==> config.mk <==
export PLATFORM = sky130hd
export DESIGN_NAME = periodic_stream_monitor
export DESIGN_NICKNAME = d
export VERILOG_FILES = /design/src/rtl/periodic_stream_monitor.sv
export SDC_FILE = /design/constraint.sdc
export NUM_CORES = 1
export LEC_CHECK = 0
export CAP_MARGIN = 20
export CORE_UTILIZATION = 45
export DETAILED_ROUTE_END_ITERATION = 8
export PLACE_DENSITY = 0.75
export REMOVE_ABC_BUFFERS = 1
export SYNTH_ARGS = -nofsm -noshare
export SYNTH_HDL_FRONTEND = slang
export SYNTH_SLANG_ARGS = --single-unit
==> constraint.sdc <==
create_clock -name clk -period 5.9 [get_ports clk]
set_input_delay 0.885 -clock clk [delete_from_list [all_inputs] [get_ports clk]]
set_output_delay 0.885 -clock clk [all_outputs]
set_load 0.005 [all_outputs]
==> src/rtl/periodic_stream_monitor.sv <==
// Output-only runtime monitor: two periodic streams paced by cycle timers, events queued then evaluated.
// Optional macro ZERO_WHEN_INACTIVE_EN: stream outputs read 0 in cycles where their aktv flag is low.
module periodic_stream_monitor #(
    parameter int PERIOD0     = 500,
    parameter int PERIOD1     = 1000,
    parameter int QUEUE_DEPTH = 4
) (
    input  logic               clk,
    input  logic               rst,
    input  logic               en,
    output logic signed [63:0] output_0,
    output logic               output_0_aktv,
    output logic signed [63:0] output_1,
    output logic               output_1_aktv,
    output logic               q_push,
    output logic               q_pop,
    output logic               q_push_valid,
    output logic               q_pop_valid,
    output logic               pacing_0,
    output logic               pacing_1
);

    localparam int C0W = (PERIOD0 > 1) ? $clog2(PERIOD0) : 1;
    localparam int C1W = (PERIOD1 > 1) ? $clog2(PERIOD1) : 1;
    localparam int AW  = $clog2(QUEUE_DEPTH);

    logic [C0W-1:0] c0;
    logic [C1W-1:0] c1;
    logic           dl0, dl1;

    assign dl0 = en && (c0 == C0W'(PERIOD0 - 1));
    assign dl1 = en && (c1 == C1W'(PERIOD1 - 1));

    // NOTE: sequential state uses non-blocking assignments so every register samples pre-edge values.
    always_ff @(posedge clk or posedge rst) begin
        if (rst) begin
            c0 <= '0;
            c1 <= '0;
        end else if (en) begin
            c0 <= dl0 ? '0 : c0 + C0W'(1);
            c1 <= dl1 ? '0 : c1 + C1W'(1);
        end
    end

    // Event queue: pointers carry one extra wrap bit to tell full from empty.
    logic [1:0]  mem [QUEUE_DEPTH];
    logic [AW:0] wr_ptr, rd_ptr;
    logic        empty, full;

    assign empty = (wr_ptr == rd_ptr);
    assign full  = (wr_ptr[AW] != rd_ptr[AW]) && (wr_ptr[AW-1:0] == rd_ptr[AW-1:0]);

    assign q_push       = dl0 | dl1;
    assign q_pop        = en & ~empty;
    // A same-cycle pop frees the slot the push needs, so a full queue still accepts.
    assign q_push_valid = q_push & (~full | q_pop);

    always_ff @(posedge clk or posedge rst) begin
        if (rst) begin
            wr_ptr <= '0;
            rd_ptr <= '0;
        end else begin
            if (q_push_valid) wr_ptr <= wr_ptr + (AW+1)'(1);
            if (q_pop)        rd_ptr <= rd_ptr + (AW+1)'(1);
        end
    end

    // NOTE: queue storage has no reset; entries are only read after the pointers say they were written.
    always_ff @(posedge clk) begin
        if (q_push_valid) mem[wr_ptr[AW-1:0]] <= {dl1, dl0};
    end

    // Evaluator register: holds the freshly popped event for one cycle.
    logic       pv_r;
    logic [1:0] pac_r;

    always_ff @(posedge clk or posedge rst) begin
        if (rst) begin
            pv_r  <= 1'b0;
            pac_r <= 2'b00;
        end else if (en) begin
            pv_r  <= q_pop;
            pac_r <= q_pop ? mem[rd_ptr[AW-1:0]] : 2'b00;
        end
    end

    assign q_pop_valid = pv_r & en;
    assign pacing_0    = pac_r[0] & en;
    assign pacing_1    = pac_r[1] & en;

    // Stream evaluation.
    logic signed [63:0] val0, val1;
    logic signed [63:0] next0, next1;
    logic               a0_r, a1_r;
    logic               ev0, ev1;

    assign ev0 = pv_r & pac_r[0];
    assign ev1 = pv_r & pac_r[1];

    // NOTE: every always_comb output gets a default first so no path leaves it unassigned (no latch).
    always_comb begin
        next0 = val0;
        next1 = val1;
        if (ev0) next0 = val0 + 64'sd1;
        // Stream 1 sums against the output_0 value produced by this same event.
        if (ev1) next1 = val1 + next0;
    end

    always_ff @(posedge clk or posedge rst) begin
        if (rst) begin
            val0 <= '0;
            val1 <= '0;
            a0_r <= 1'b0;
            a1_r <= 1'b0;
        end else if (en) begin
            val0 <= next0;
            val1 <= next1;
            a0_r <= ev0;
            a1_r <= ev1;
        end else begin
            a0_r <= 1'b0;
            a1_r <= 1'b0;
        end
    end

    assign output_0_aktv = a0_r & en;
    assign output_1_aktv = a1_r & en;

`ifdef ZERO_WHEN_INACTIVE_EN
    assign output_0 = output_0_aktv ? val0 : 64'sd0;
    assign output_1 = output_1_aktv ? val1 : 64'sd0;
`else
    assign output_0 = val0;
    assign output_1 = val1;
`endif

endmodule

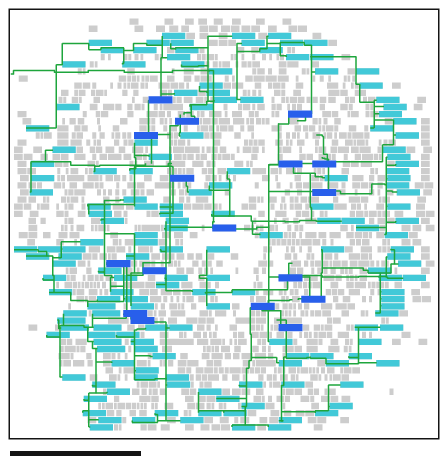
*Clock network drawn from the DEF*
The bar under the picture is 50 um long.
- blue: cells driving clock nets (count 17)
- green: clock wires (length 2,400 um)
- cyan: flip-flops (count 166)
- routed clock nets: 18

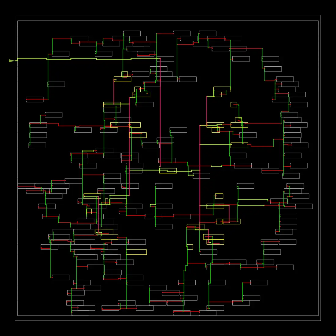
*Clock wiring as the flow saved it*
clk_lat worst skew: 0.44 ns
# clk buffers: 17
Setup Skew: 0.00954 ns

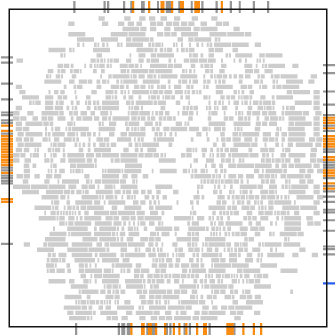
*Pin placement*
Pins as bars across the die edge, other pins in grey.
- orange: `output_0` (pins 64; direction output; edge 20 bottom, 17 left, 16 right, 11 top)
- blue: `en` (pins 1; direction input; edge right)

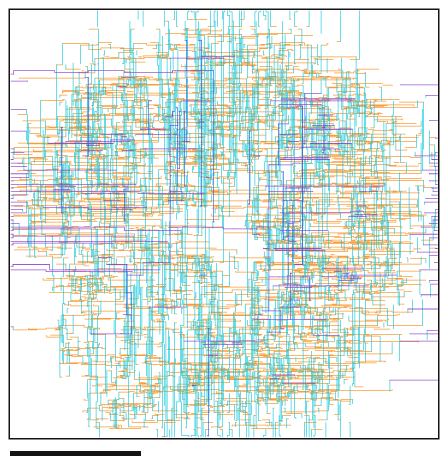
*Routed metal, one colour a layer*
The bar under the picture is 50 um long.
- blue: met4 (wire length 752 um)
- orange: met1 (wire length 14,400 um)
- cyan: met2 (wire length 14,500 um)
- purple: met3 (wire length 1,990 um)
final WL: 31.6 mm
overall routing resource usage: 24.3%
via count: 9,986

==> impl_metrics.py <==
# Flow results
metrics = {
    "cells_and_area": {
        "post-route-cell-area_sq_um": 13900,
        "bufAreaShareNonClock_pct": 10.2,
        "nets": 1512,
        "comb_area_share_pct": 51.5,
    },
    "place": {
        "io_buffers": 138,
        "dpl_cell_area_sq_um": 13300,
        "hpwl_mm": 23.9,
    },
    "routing": {
        "top_layer_used": "met4",
        "wl_met1_mm": 14.4,
        "drc": 0,
        "wl_per_cell_um": 17.8,
        "wl_met2_mm": 14.5,
    },
    "synth": {
        "ys_sh_xor_pct": 15.1,
        "synthMuxAreaShare_pct": 1.03,
        "simple_gate_share_pct": 20.9,
    },
    "outcome": {
        "status": "finished clean",
    },
    "floorplanning": {
        "die_x_um": 164,
        "die_h_um": 164,
    },
    "critical_path": {
        "arrival_ns": 5.36,
        "cp_max_fo": 9,
        "path_cells": "nand3_1 -> nor4_4 -> nand2_2 -> nor2_4 -> and3_1 -> and2_1 -> nand4_1 -> xnor2_1 -> ha_1 -> and2_0 -> a21oi_1 -> o21ai_0 -> a211oi_1 -> o21ai_2 -> a211oi_1 -> nor3_1 -> xnor2_1 -> o21ai_0",
    },
    "global_route": {
        "grt_util_met2_pct": 39.3,
    },
}
## critical path: cells and delay by family (launching register included)
| family | cells | cell delay (ns) |
|---|---|---|
| flip-flops | 1 | 0.57 |
| adder cells (fa/ha/maj) | 1 | 0.31 |
| AND-OR/OR-AND | 6 | 1.76 |
| AND/OR/NAND/NOR | 9 | 1.90 |
| XOR/XNOR | 2 | 0.37 |
## registers in the layout, summed over array words and instances, names as in the netlist
name / cells
a0_r: 1
output_0: 64
rd_ptr: 3
output_1: 64
c1: 10
a1_r: 1
c0: 9
pac_r: 2
pv_r: 1
wr_ptr: 3
mem: 8
## where the power goes
part	switching (uW)	leakage [uW]	internal (uW)
logic	678	0.00370	618
registers	225	0.00217	1320
clock network	545	0.000297	646
total	1450	0.00616	2580
No activity file was given, so power comes from the tool's default toggle rates.
